[src/rtl/btn_ctrl_pkg.sv]
// Shared types and helpers for the button gesture controller.
package btn_ctrl_pkg;

  typedef enum logic [2:0] {
    IDLE,
    PRESS1,
    GAP,
    PRESS2,
    HOLD
  } state_e;

  typedef struct packed {
    logic short_ev;
    logic long_ev;
    logic double_ev;
    logic repeat_ev;
  } evt_t;

  function automatic int unsigned cycles_per_ms(input int unsigned clk_freq);
    return clk_freq / 1000;
  endfunction

  function automatic int unsigned max3(input int unsigned a, input int unsigned b,
                                       input int unsigned c);
    int unsigned m;
    m = (a > b) ? a : b;
    return (m > c) ? m : c;
  endfunction

endpackage

[src/rtl/ms_timer.sv]
// Millisecond prescaler plus a saturating millisecond counter; clear_i restarts both.
module ms_timer
  import btn_ctrl_pkg::*;
#(
  parameter int unsigned ClkFreq = 100_000_000,
  parameter int unsigned MaxMs   = 1000
) (
  input  logic                     clk_i,
  input  logic                     rst_ni,
  input  logic                     clear_i,
  output logic                     ms_tick_o,
  output logic [$clog2(MaxMs):0]   ms_cnt_o
);

  localparam int unsigned CycPerMs = cycles_per_ms(ClkFreq);
  localparam int unsigned PreW     = $clog2(CycPerMs) + 1;
  localparam int unsigned CntW     = $clog2(MaxMs) + 1;
  localparam logic [PreW-1:0] PreLast = PreW'(CycPerMs - 1);
  localparam logic [CntW-1:0] CntMax  = CntW'(MaxMs);

  logic [PreW-1:0] r_pre;
  logic [CntW-1:0] r_cnt;
  logic            w_wrap;

  assign w_wrap = (r_pre == PreLast);

  always_ff @(posedge clk_i or negedge rst_ni) begin
    if (!rst_ni) begin
      r_pre <= '0;
      r_cnt <= '0;
    end else if (clear_i) begin
      r_pre <= '0;
      r_cnt <= '0;
    end else begin
      r_pre <= w_wrap ? '0 : r_pre + 1'b1;
      if (w_wrap && (r_cnt != CntMax)) r_cnt <= r_cnt + 1'b1;
    end
  end

  assign ms_tick_o = w_wrap;
  assign ms_cnt_o  = r_cnt;

endmodule

[src/rtl/btn_gesture_ctrl.sv]
// Classifies debounced presses as short / long / double-click and emits one-cycle pulses.
// Optional auto-repeat while held is enabled by defining BTN_REPEAT_EN.
module btn_gesture_ctrl
  import btn_ctrl_pkg::*;
#(
  parameter int unsigned ClkFreq     = 100_000_000,
  parameter int unsigned LongPressMs = 1000,
  parameter int unsigned DoubleGapMs = 250,
  parameter int unsigned RepeatMs    = 100
) (
  input  logic clk_i,
  input  logic rst_ni,
  input  logic enable_i,
  input  logic db_level_i,
  input  logic db_tick_i,
  output logic short_o,
  output logic long_o,
  output logic double_o,
  output logic repeat_o,
  output logic busy_o
);

  localparam int unsigned MaxMs = max3(LongPressMs, DoubleGapMs, RepeatMs);
  localparam int unsigned CntW  = $clog2(MaxMs) + 1;
  localparam logic [CntW-1:0] LongCnt = CntW'(LongPressMs);
  localparam logic [CntW-1:0] GapCnt  = CntW'(DoubleGapMs);
`ifdef BTN_REPEAT_EN
  localparam logic [CntW-1:0] RepLast = CntW'(RepeatMs - 1);
`endif

  state_e          r_state, w_state_nxt;
  evt_t            r_evt, w_evt;
  logic            r_level;
  logic            w_fall, w_clear, w_rep_clr;
  logic            w_ms_tick;
  logic [CntW-1:0] w_ms_cnt;

  assign w_fall = r_level && !db_level_i;

  ms_timer #(
    .ClkFreq (ClkFreq),
    .MaxMs   (MaxMs)
  ) u_timer (
    .clk_i     (clk_i),
    .rst_ni    (rst_ni),
    .clear_i   (w_clear),
    .ms_tick_o (w_ms_tick),
    .ms_cnt_o  (w_ms_cnt)
  );

  always_comb begin
    w_state_nxt = r_state;
    w_evt       = '0;
    w_rep_clr   = 1'b0;
    case (r_state)
      IDLE:   if (db_tick_i) w_state_nxt = PRESS1;
      PRESS1: begin
        if (w_fall) begin
          w_state_nxt = GAP;
        end else if (w_ms_cnt == LongCnt) begin
          w_state_nxt   = HOLD;
          w_evt.long_ev = 1'b1;
        end
      end
      GAP: begin
        if (db_tick_i) begin
          w_state_nxt = PRESS2;
        end else if (w_ms_cnt == GapCnt) begin
          w_state_nxt    = IDLE;
          w_evt.short_ev = 1'b1;
        end
      end
      PRESS2: begin
        if (w_fall) begin
          w_state_nxt     = IDLE;
          w_evt.double_ev = 1'b1;
        end
      end
      HOLD: begin
        if (w_fall) begin
          w_state_nxt = IDLE;
        end
`ifdef BTN_REPEAT_EN
        // Restart on the tick that would make the count reach RepeatMs, so the
        // period is exactly RepeatMs and not RepeatMs plus one cycle.
        else if (w_ms_tick && (w_ms_cnt == RepLast)) begin
          w_evt.repeat_ev = 1'b1;
          w_rep_clr       = 1'b1;
        end
`endif
      end
      default: w_state_nxt = IDLE;
    endcase
    if (!enable_i) begin
      w_state_nxt = IDLE;
      w_evt       = '0;
      w_rep_clr   = 1'b0;
    end
  end

`ifndef BTN_REPEAT_EN
  logic w_unused_tick;
  assign w_unused_tick = w_ms_tick;
`endif

  assign w_clear = (w_state_nxt != r_state) || w_rep_clr || !enable_i;

  always_ff @(posedge clk_i or negedge rst_ni) begin
    if (!rst_ni) begin
      r_state <= IDLE;
      r_evt   <= '0;
      r_level <= 1'b0;
    end else begin
      r_state <= w_state_nxt;
      r_evt   <= w_evt;
      r_level <= db_level_i;
    end
  end

  assign short_o  = r_evt.short_ev;
  assign long_o   = r_evt.long_ev;
  assign double_o = r_evt.double_ev;
  assign repeat_o = r_evt.repeat_ev;
  assign busy_o   = (r_state != IDLE);

endmodule

[config.mk]
export PLATFORM = sky130hd
export DESIGN_NAME = btn_gesture_ctrl
export DESIGN_NICKNAME = d
export VERILOG_FILES = /design/src/rtl/btn_ctrl_pkg.sv /design/src/rtl/ms_timer.sv /design/src/rtl/btn_gesture_ctrl.sv
export SDC_FILE = /design/constraint.sdc
export NUM_CORES = 1
export LEC_CHECK = 0
export ABC_AREA = 0
export ABC_CLOCK_PERIOD_IN_PS = 2900
export CAP_MARGIN = 25
export CORE_MARGIN = 2
export CORE_UTILIZATION = 49
export CTS_BUF_LIST = sky130_fd_sc_hd__clkbuf_8
export CTS_CLUSTER_SIZE = 24
export DETAILED_ROUTE_END_ITERATION = 6
export PLACE_DENSITY_LB_ADDON = 0.05
export SYNTH_ARGS = -nofsm -noshare
export SYNTH_HDL_FRONTEND = slang
export SYNTH_SLANG_ARGS = --single-unit
[constraint.sdc]
create_clock -name clk_i -period 2.9 [get_ports clk_i]
set_clock_uncertainty 0.2 [all_clocks]
set_input_delay 0.435 -clock clk_i [delete_from_list [all_inputs] [get_ports clk_i]]
set_output_delay 0.435 -clock clk_i [all_outputs]
set_load 0.02 [all_outputs]
### Local utilization, run 1

Drawn at 6 px/um. 7 x 7 tiles, from black (low) to pale yellow (high), 0 to 100% covered.
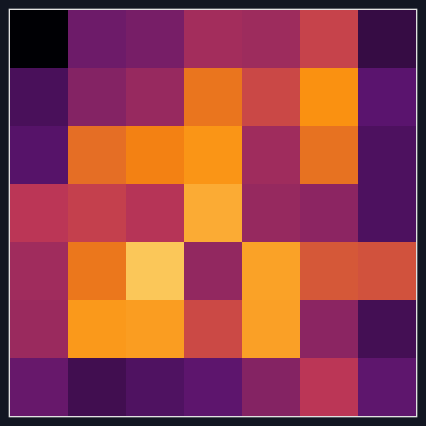
tiles over 75% full: 16%
emptiest ninth of the die: north-west
mean over tiles: 46%
fullest tile: 88%
nearly empty tiles: 2.0%
core utilization of the finished layout: 55.2%
core footprint: 3940 um2
fp_density: 50.3%

### Clock routing, run 1

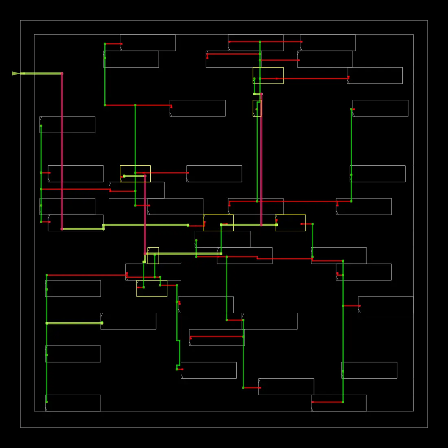
count of clock tree sinks: 36
registers: 36
Num CTS Buffers: 5

### Register map, names as in the netlist, run 1

Drawn at 6 px/um. Other sequential cells in the stronger grey, the rest of the logic in the fainter grey.
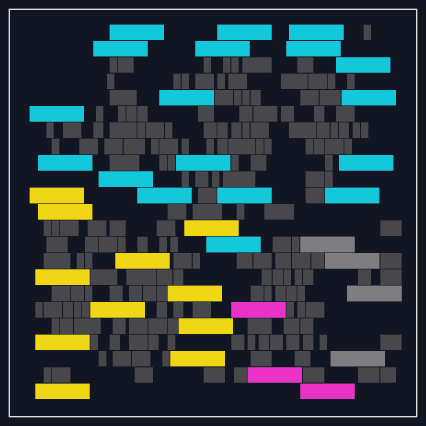
legend:
  `u_timer.ms_cnt_o`:
    colour: yellow
    placed_flops: 11
  `u_timer.r_pre`:
    colour: cyan
    placed_flops: 18
  `r_state`:
    colour: magenta
    placed_flops: 3
power attributed to sequential cells: 522 uW
sequential cell area share: 41.4%

==> run notes, run 1 <==
• **result of the run** complete, no violations
• **CTS Hold Bufs** 0
• **library cell occupying the most area in the post-synthesis netlist** dfrtp_1
• **half-perimeter wire length after detailed placement** 2560 um
• **final std cell area, no fill** 2180 um2
• **Largest type area fraction** 45.4%
• **maximum clock frequency** 0.419 GHz
• **Pins Over Slew Limit** 0
• **crit path launch type** register
• **final-report setup violation count** 0
• **synthesized instance count** 212
• **first-pass GRT wire length** 6540 um
• **net count after synthesis** 221
• **top-level port count** 10
• **insertion delay at the late pin of the worst-skew pair** 0.29 ns
• **maximum clock path buffer count** 2
• **Detail Route Antenna Nets** 0
• **Critical Path Max Stage Delay** 0.54 ns
• **leak pwr** 0.853 nW
• **Seq/Total Area, Yosys** 45.4%
• **setup repair after global routing missed its margin** false
• **pin count of the biggest net entering global routing** 37
• **ratio of cells with drive above 1 in the final layout** 9.05%
• **start point of the worst min-delay path** u_timer.r_pre[0]
• **placement-stage cell area** 2100 um2
• **via count of the first global-routing pass** 1457
• **Critical-path top delay cell** clkdlybuf4s50_1
• **Inserted Diodes** 0
• **crit path DRT** 2.27 ns
• **clock slew at reported path FFs** 0.07 ns
• **Cell Area, Synth** 1980 um2
• **weighted congestion at the end of routability-driven global placement** 0.837
• **root buffer cell** clkbuf_8
• **leftover overflow at the end of global routing** 0
• **share of flip-flops with an asynchronous set or reset after synthesis** 100%
• **CTS tree** yes
• **# nets final** 230
• **area growth from synthesis to layout** 9.71%
• **DRT Wirelength** 3710 um
• **power per standard cell area** 426 nW/um2
• **synth top area cells** dfrtp_1, xnor2_1, nor2_1
• **DR vias/cell** 5.56
• **fraction of met2 tracks used by global routing** 31.1%
• **number of H-tree levels** 2
• **Critical path origin** r_state[0]
• **Most used DFF post-synth** dfrtp_1
• **initial antenna violation count** 0
• **total of fill cells in the finished design** 345
• **Total Routing Usage GR** 19.2%
• **Final Worst Setup Slack** 0.514 ns
• **mean post-synth cell area** 9.36 um2
• **count of warning messages emitted by the tools** 28
• **peak supply drop** 0.234 mV
• **DR iter-0 viols** 126
• **synth warn** 0
• **crit path capture type** primary output
• **global-route met1 utilization** 24.6%
• **most congested layer reported by global routing** met2
• **routed via count** 1506
• **Initial DRT Pass Iterations** 4
==> run 1: synthesized netlist by cell type (2+ instances only) <==
| master | number |
|---|---|
| inv_1 | 7 |
| ha_1 | 4 |
| nor3b_1 | 4 |
| nand4_2 | 2 |
| buf_4 | 3 |
| xnor2_1 | 22 |
| xor2_1 | 5 |
| nor2_1 | 31 |
| nand2b_1 | 2 |
| nor4_1 | 5 |
| nor3_1 | 10 |
| nand2_1 | 25 |
| nor4b_1 | 4 |
| nand3_1 | 11 |
| or3_1 | 2 |
| o21ai_0 | 2 |
| nand4_1 | 3 |
| nor2b_1 | 3 |
| and4_1 | 2 |
| and3_1 | 3 |
| a21oi_1 | 2 |
| clkbuf_1 | 4 |
| dfrtp_1 | 36 |
==> run 1: metrics by stage <==
stage          cells  hold slack (ns)
5_1_grt          271            0.333
3_5_place_dp     264            0.297
2_1_floorplan    212          -0.0606
6_report         271            0.303
3_3_place_gp     264            0.286
4_1_cts          271            0.305
==> run 1: per-layer routing <==
layer  part of all wire, %  up-vias
met5                     0        -
met4                   1.6        0
li1                      -      732
met2                    49       33
met1                    46      735
met3                   3.5        6
==> run 1: layout make-up <==
type / count / area (um2) / share of cell area, %
Clock inverter: 2 / 8.76 / 0.402
Multi-Input combinational cell: 161 / 1010 / 46.6
Timing Repair Buffer: 10 / 95.1 / 4.37
Clock buffer: 5 / 68.8 / 3.16
Sequential cell: 36 / 901 / 41.4
Tap cell: 50 / 62.6 / 2.87
Inverter: 7 / 26.3 / 1.21
==> run 1: layout by cell type, fill, tap and decap left out, drive strengths merged, types with 2 or more instances in the layout <==
cell type,count
nand2,25
and3,3
buf,2
or3,3
dfrtp,36
xnor2,22
ha,4
xor2,5
nor4,5
nor3,11
o21ai,2
nand4,5
clkdlybuf4s50,8
nand3,11
or4,2
nor3b,5
nor4b,5
a21oi,2
nor2b,3
and4,3
nor2,31
inv,8
nand2b,2
clkbuf,5
==> run 1: critical path, delay by kind of cell, from the launching register on <==
family                 cells  cell delay (ns)
buffers and inverters      1             0.54
and+or+nand+nor            1             0.41
DFF                        1             0.51
==> run 1: flip-flops by register name (all words and copies together) (netlist names) <==
| signal | count |
|---|---|
| u_timer.r_pre | 18 |
| u_timer.ms_cnt_o | 11 |
| r_state | 3 |
| double_o | 1 |
| long_o | 1 |
| r_level | 1 |
| short_o | 1 |
==> run 1: kinds of logic (layout without fill, tap and decap cells) <==
logic type	count (synthesis)	in the layout	share of synthesized area (%)
fa+ha+maj	4	4	2.52
compound gates	8	8	2.65
xor+xnor	27	27	11.9
mux	2	2	1.07
simple gates	119	119	32.8
buf+inv	15	24	3.47
flops	36	36	45.4
other cells	1	1	0.189
==> run 1: where the power goes <==
group	internal (mW)	switching, mW	total (mW)
Combinational	0.0261	0.0467	0.0728
Sequential	0.510	0.0116	0.522
Clock	0.160	0.172	0.332
==> run 1: final timing paths <==
kind	end	slack, ns	cells after the start
worst max-delay path	busy_o	0.51	2
worst min-delay path	u_timer.r_pre[0]	0.30	1
worst max register to register	u_timer.r_pre[3]	0.61	8
worst min register to register	u_timer.r_pre[0]	0.30	1
max in group asynchronous	u_timer.r_pre[5]	1.81	2
min in group asynchronous	short_o	0.36	2
==> run 2, diff against run 1 <==
Settings changed: ABC_CLOCK_PERIOD_IN_PS 2900 to 2300.
Clock period 2.9 ns to 2.3 ns, I/O delays scaled along.
### Local utilization, run 2

Drawn at 6 px/um. 7 x 7 tiles, from black (low) to pale yellow (high), 0 to 100% covered.
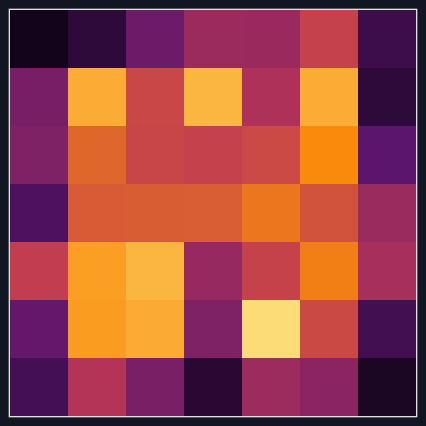
densest ninth of the die: centre
mean over tiles: 48%
fullest tile: 92%
tiles over 75% full: 16%
core utilization of the finished layout: 56.9%

==> run notes, run 2 <==
• **pin count of the biggest net entering global routing** 37, unchanged
• **count of clock tree sinks** 36, unchanged
• **synthesized instance count** 212, unchanged
• **number of maximum-capacitance constraint violations** 0
• **most common logic cell in the routed design** dfrtp_1
• **synth warn** 0, unchanged
• **maximum clock frequency** 0.450 GHz
• **peak supply drop** 0.358 mV, +53%
• **DIE WIDTH** 67.6 um
• **maximum clock path buffer count** 2, unchanged
• **routed via count** 1524, +1.2%
• **result of the run** complete, no violations
• **part of the cycle the worst path needs** 96.6%
• **root buffer cell** clkbuf_8
• **CTS tree** yes
• **via count of the first global-routing pass** 1458, +0.069%
• **crit path capture type** primary output
• **leak pwr** 0.895 nW, +5.0%
• **initial antenna violation count** 0, unchanged
• **final instance count without filler cells** 276, +1.8%
• **routed length per placed instance** 14.3 um
• **count of placed standard cells including taps** 268, +1.5%
• **post-synth tally of flip-flops with integrated enable** 0
• **Pins Over Slew Limit** 0, unchanged
• **mean post-synth cell area** 9.36 um2, unchanged
• **Critical-path top delay cell** clkdlybuf4s50_1
• **hold violation total from the final report** 0
• **library cell occupying the most area in the post-synthesis netlist** dfrtp_1
• **half-perimeter wire length after detailed placement** 2670 um, +4.1%
• **clock slew at reported path FFs** 0.07 ns, about the same
• **fp_density** 50.3%, unchanged
• **Most used DFF post-synth** dfrtp_1
• **share of flip-flops with an asynchronous set or reset after synthesis** 100%, unchanged
• **smallest hold slack** 0.269 ns, -0.0338 ns
• **Setup TNS Final** 0 ns
• **DR vias/cell** 5.52, -0.64%
• **Total Routing Usage GR** 19.9%, +0.67 points
• **ratio of cells with drive above 1 in the final layout** 11.9%, +2.9 points
• **Detail Route Antenna Nets** 0, unchanged
• **Inserted Diodes** 0, unchanged
• **Cell Area, Synth** 1980 um2, unchanged
• **weighted congestion at the end of routability-driven global placement** 0.858, +2.6%
• **top cell type by instance count after synthesis** dfrtp_1
• **core footprint** 3940 um2, unchanged
• **net count after synthesis** 221, unchanged
• **area of the chip** 4580 um2
• **top-level port count** 10, unchanged
• **synth top area cells** dfrtp_1, xnor2_1, nor2_1
• **Critical Path Fanout Max** 9
• **leftover overflow at the end of global routing** 0, unchanged
• **Critical Path Max Stage Delay** 0.54 ns, about the same
• **# nets final** 237, +3.0%
• **commonest non-fill, non-tap cells in the layout** dfrtp_1, nor2_1, nand2_1
• **DR iter-0 viols** 97, -23%
• **crit path DRT** 1.75 ns, -0.52 ns
• **number of H-tree levels** 2, unchanged
• **vertical die size** 67.6 um
• **first-pass GRT wire length** 6770 um, +3.5%
• **count of warning messages emitted by the tools** 28, unchanged
• **Initial DRT Pass Iterations** 4, unchanged
• **Num CTS Buffers** 5, unchanged
• **insertion delay at the late pin of the worst-skew pair** 0.29 ns, about the same
• **top cells by count** dfrtp_1, nor2_1, nand2_1, xnor2_1, nand3_1
• **category of the most critical setup path** reg2out
• **Seq/Total Area, Yosys** 45.4%, unchanged
• **Final Worst Setup Slack** 0.0781 ns, -0.435 ns
• **DRT Wirelength** 3940 um, +6.2%
• **flip-flop count of the largest register, all copies and words added** 18, unchanged
• **Largest type area fraction** 45.4%, unchanged
• **crit path launch type** register
• **power per standard cell area** 517 nW/um2, +21%
• **register ranked first by flip-flop count** u_timer.r_pre
• **area growth from synthesis to layout** 13.1%
• **post-synth area from yosys stat** 1980 um2
• **final-report setup violation count** 0, unchanged
==> run 2: worst paths after layout <==
| kind | start | end | slack, ns | cells after the start |
|---|---|---|---|---|
| min in group clk_i | u_timer.r_pre[0] | u_timer.r_pre[0] | 0.29 | 1 |
| min reg2reg | u_timer.r_pre[0] | u_timer.r_pre[0] | 0.29 | 1 |
| max | r_state[1] | busy_o | 0.08 | 2 |
| max reg2reg | u_timer.r_pre[12] | u_timer.ms_cnt_o[9] | 0.14 | 5 |
| min | rst_ni | r_state[1] | 0.27 | 2 |
| max in group asynchronous | rst_ni | u_timer.ms_cnt_o[0] | 1.28 | 2 |
==> run 2: kinds of logic after synthesis <==
family / after synthesis / synth area share [%]
xor+xnor: 27 / 11.9
buf+inv: 15 / 3.47
other cells: 1 / 0.189
simple gates: 119 / 32.8
mux: 2 / 1.07
compound gates: 8 / 2.65
flops: 36 / 45.4
fa+ha+maj: 4 / 2.52
==> run 2: repair_timing <==
| action | 4_1_cts | 5_1_grt |
|---|---|---|
| setup endpoints to repair | 0 | 29 |
| hold buffers | 0 | 0 |
| gates resized | 0 | 2 |
| buffers inserted | 0 | 3 |
==> run 2: critical path, delay by kind of cell, from the launching register on <==
family	cells	cell delay [ns]
buffers and inverters	1	0.54
flip-flops	1	0.48
AND/OR/NAND/NOR	1	0.37
==> run 2: cell type report <==
type,count,area (um2)
clock buffers,5,68.8
multi-input cells,161,1020
repair buffers,17,160
fillers,333,1700
flip-flops and latches,36,902
inverters,7,26.3
well taps,50,62.6
==> run 2: power by group <==
part | switching (mW) | internal, mW | total (mW)
Sequential | 0.0104 | 0.644 | 0.654
Clock | 0.205 | 0.195 | 0.400
Combinational | 0.0642 | 0.0409 | 0.105
Total | 0.279 | 0.880 | 1.16
==> run 2: per-stage QoR <==
stage	cell area (um2)	util (%)	power, mW
detailed placement	2140	54.3	0.773
CTS	2210	56.1	1.17
floorplan	1980	-	0.730
finish	2240	56.9	1.16
global route	2240	56.9	1.21
global placement	2140	54.3	0.770
==> run 2: layer usage <==
layer / vias up / share of wire, % / track usage (%)
li1: 751 / - / -
met2: 21 / 49 / 30.9
met3: 5 / 3.2 / 5.67
met5: - / 0 / 0
met1: 747 / 47 / 26.6
met4: 0 / 1.3 / 6.63
==> run 3, diff against run 2 <==
Settings changed: SETUP_SLACK_MARGIN from default to 0.05.
### Register map, names as in the netlist, run 3

Drawn at 6 px/um. Other sequential cells in the stronger grey, the rest of the logic in the fainter grey.
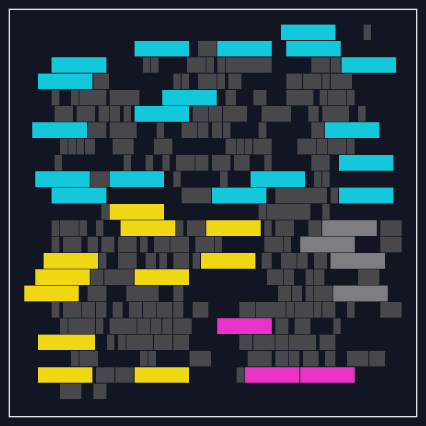
legend:
  `u_timer.r_pre`:
    colour: cyan
    placed_flops: 18
  `u_timer.ms_cnt_o`:
    colour: yellow
    placed_flops: 11
  `r_state`:
    colour: magenta
    placed_flops: 3
not coloured: 4
sequential cell area share: 39.9%
register area: 902 um2
power attributed to sequential cells: 654 uW
core utilization of the finished layout: 57.3%

==> run notes, run 3 <==
• **via count of the first global-routing pass** 1458, unchanged
• **area growth from synthesis to layout** 13.9%
• **Initial DRT Pass Iterations** 4, unchanged
• **synth warn** 0, unchanged
• **leak pwr** 0.910 nW, +1.7%
• **Largest type area fraction** 45.4%, unchanged
• **half-perimeter wire length after detailed placement** 2670 um, unchanged
• **final-report setup violation count** 0, unchanged
• **CTS tree** yes
• **number of H-tree levels** 2, unchanged
• **CTS Hold Bufs** 0, unchanged
• **hold violation total from the final report** 0, unchanged
• **top-level port count** 10, unchanged
• **post-synth area from yosys stat** 1980 um2, unchanged
• **top cells by count** dfrtp_1, nor2_1, nand2_1, xnor2_1, nand3_1
• **weighted congestion at the end of routability-driven global placement** 0.858, unchanged
• **flip-flop count of the largest register, all copies and words added** 18, unchanged
• **category of the most critical setup path** reg2reg
• **Num CTS Buffers** 5, unchanged
• **DRT Wirelength** 3940 um, -0.18%
• **mean post-synth cell area** 9.36 um2, unchanged
• **ratio of cells with drive above 1 in the final layout** 12.4%, +0.44 points
• **share of flip-flops with an asynchronous set or reset after synthesis** 100%, unchanged
• **count of warning messages emitted by the tools** 29, +3.6%
• **insertion delay at the late pin of the worst-skew pair** 0.29 ns, about the same
• **smallest hold slack** 0.267 ns, -0.00205 ns
• **Critical Path Fanout Max** 4, -5
• **result of the run** complete, no violations
• **vertical die size** 67.6 um, unchanged
• **Pins Over Slew Limit** 0, unchanged
• **leftover overflow at the end of global routing** 0, unchanged
• **final std cell area, no fill** 2260 um2, +0.78%
• **crit path DRT** 2.27 ns, +0.52 ns
• **fp_density** 50.3%, unchanged
• **commonest non-fill, non-tap cells in the layout** dfrtp_1, nor2_1, nand2_1
• **area of the chip** 4580 um2, unchanged
• **crit path capture type** register
• **number of maximum-capacitance constraint violations** 0, unchanged
• **top cell type by instance count after synthesis** dfrtp_1
• **Cell Area, Synth** 1980 um2, unchanged
• **total of fill cells in the finished design** 332, -0.30%
• **Setup TNS Final** 0 ns, unchanged
• **Detail Route Antenna Nets** 0, unchanged
• **first-pass GRT wire length** 6770 um, unchanged
• **Most used DFF post-synth** dfrtp_1
• **Inserted Diodes** 0, unchanged
• **synth top area cells** dfrtp_1, xnor2_1, nor2_1
• **post-synth tally of flip-flops with integrated enable** 0, unchanged
• **count of clock tree sinks** 36, unchanged
• **clock slew at reported path FFs** 0.07 ns, about the same
• **placement-stage cell area** 2140 um2, unchanged
• **maximum clock path buffer count** 2, unchanged
• **routed via count** 1512, -0.79%
• **maximum clock frequency** 0.475 GHz, +5.5%
• **Total Routing Usage GR** 19.9%, unchanged
• **initial antenna violation count** 0, unchanged
[run 3: cell counts after synthesis]
Identical to the previous run, type by type.
[run 3: final cells by class]
type,instances,area (um2),share of cell area [%]
Inverter,7,26.3,1.16
Timing Repair Buffer,17,163,7.19
Tap cell,50,62.6,2.77
Clock buffer,5,68.8,3.04
Sequential cell,36,902,39.9
Multi-Input combinational cell,161,1040,45.9
[run 3: kinds of logic after synthesis]
kind of cell	count (synthesis)	share of synthesized area (%)
AND/OR/NAND/NOR	119	32.8
flip-flops	36	45.4
XOR/XNOR	27	11.9
buffers and inverters	15	3.47
AND-OR/OR-AND	8	2.65
adder cells (fa/ha/maj)	4	2.52
multiplexers	2	1.07
other	1	0.189
[run 3: timing repair]
| action | in CTS | in global routing |
|---|---|---|
| resized | 0 | 5 |
| hold endpoints to repair | 0 | 0 |
| setup buffers | 0 | 3 |
| setup endpoints to repair | 0 | 30 |
[run 3: worst max-delay path, cell delays in order, from the launching register on]
cell and delay [ns]:
dfrtp_1 0.38, ha_1 0.26, nand4_2 0.14, or4_4 0.59, nor3_2 0.19, xnor2_1 0.16, nor3b_2 0.07
[run 3: layer usage]
metal	track usage, %	vias to the layer above	part of all wire [%]
met5	0	-	0
met2	30.9	19	49
met1	26.6	740	46
met4	6.63	0	1.3
met3	5.67	5	3.4
li1	-	748	-
[run 3: through the flow]
step	total power, mW	cells	setup WS (ns)
floorplan	0.730	212	0.289
global placement	0.770	268	0.129
detailed placement	0.773	268	0.0487
CTS	1.17	273	0.0744
global route	1.21	276	0.00903
finish	1.16	276	0.195
[run 3: path summary, 6_finish.rpt]
check | start | endpoint | slack [ns]
min in group clk_i | u_timer.r_pre[0] | u_timer.r_pre[0] | 0.29
min | rst_ni | r_state[1] | 0.27
max | u_timer.r_pre[0] | u_timer.r_pre[16] | 0.19
min reg2reg | u_timer.r_pre[0] | u_timer.r_pre[0] | 0.29
max in group asynchronous | rst_ni | u_timer.ms_cnt_o[0] | 1.28
max reg2reg | u_timer.r_pre[0] | u_timer.r_pre[16] | 0.19
[run 3: power breakdown]
group | internal (mW) | switching, mW
logic | 0.0405 | 0.0635
clock network | 0.195 | 0.205
registers | 0.644 | 0.0104
total | 0.879 | 0.279
No activity file was given, so power comes from the tool's default toggle rates.
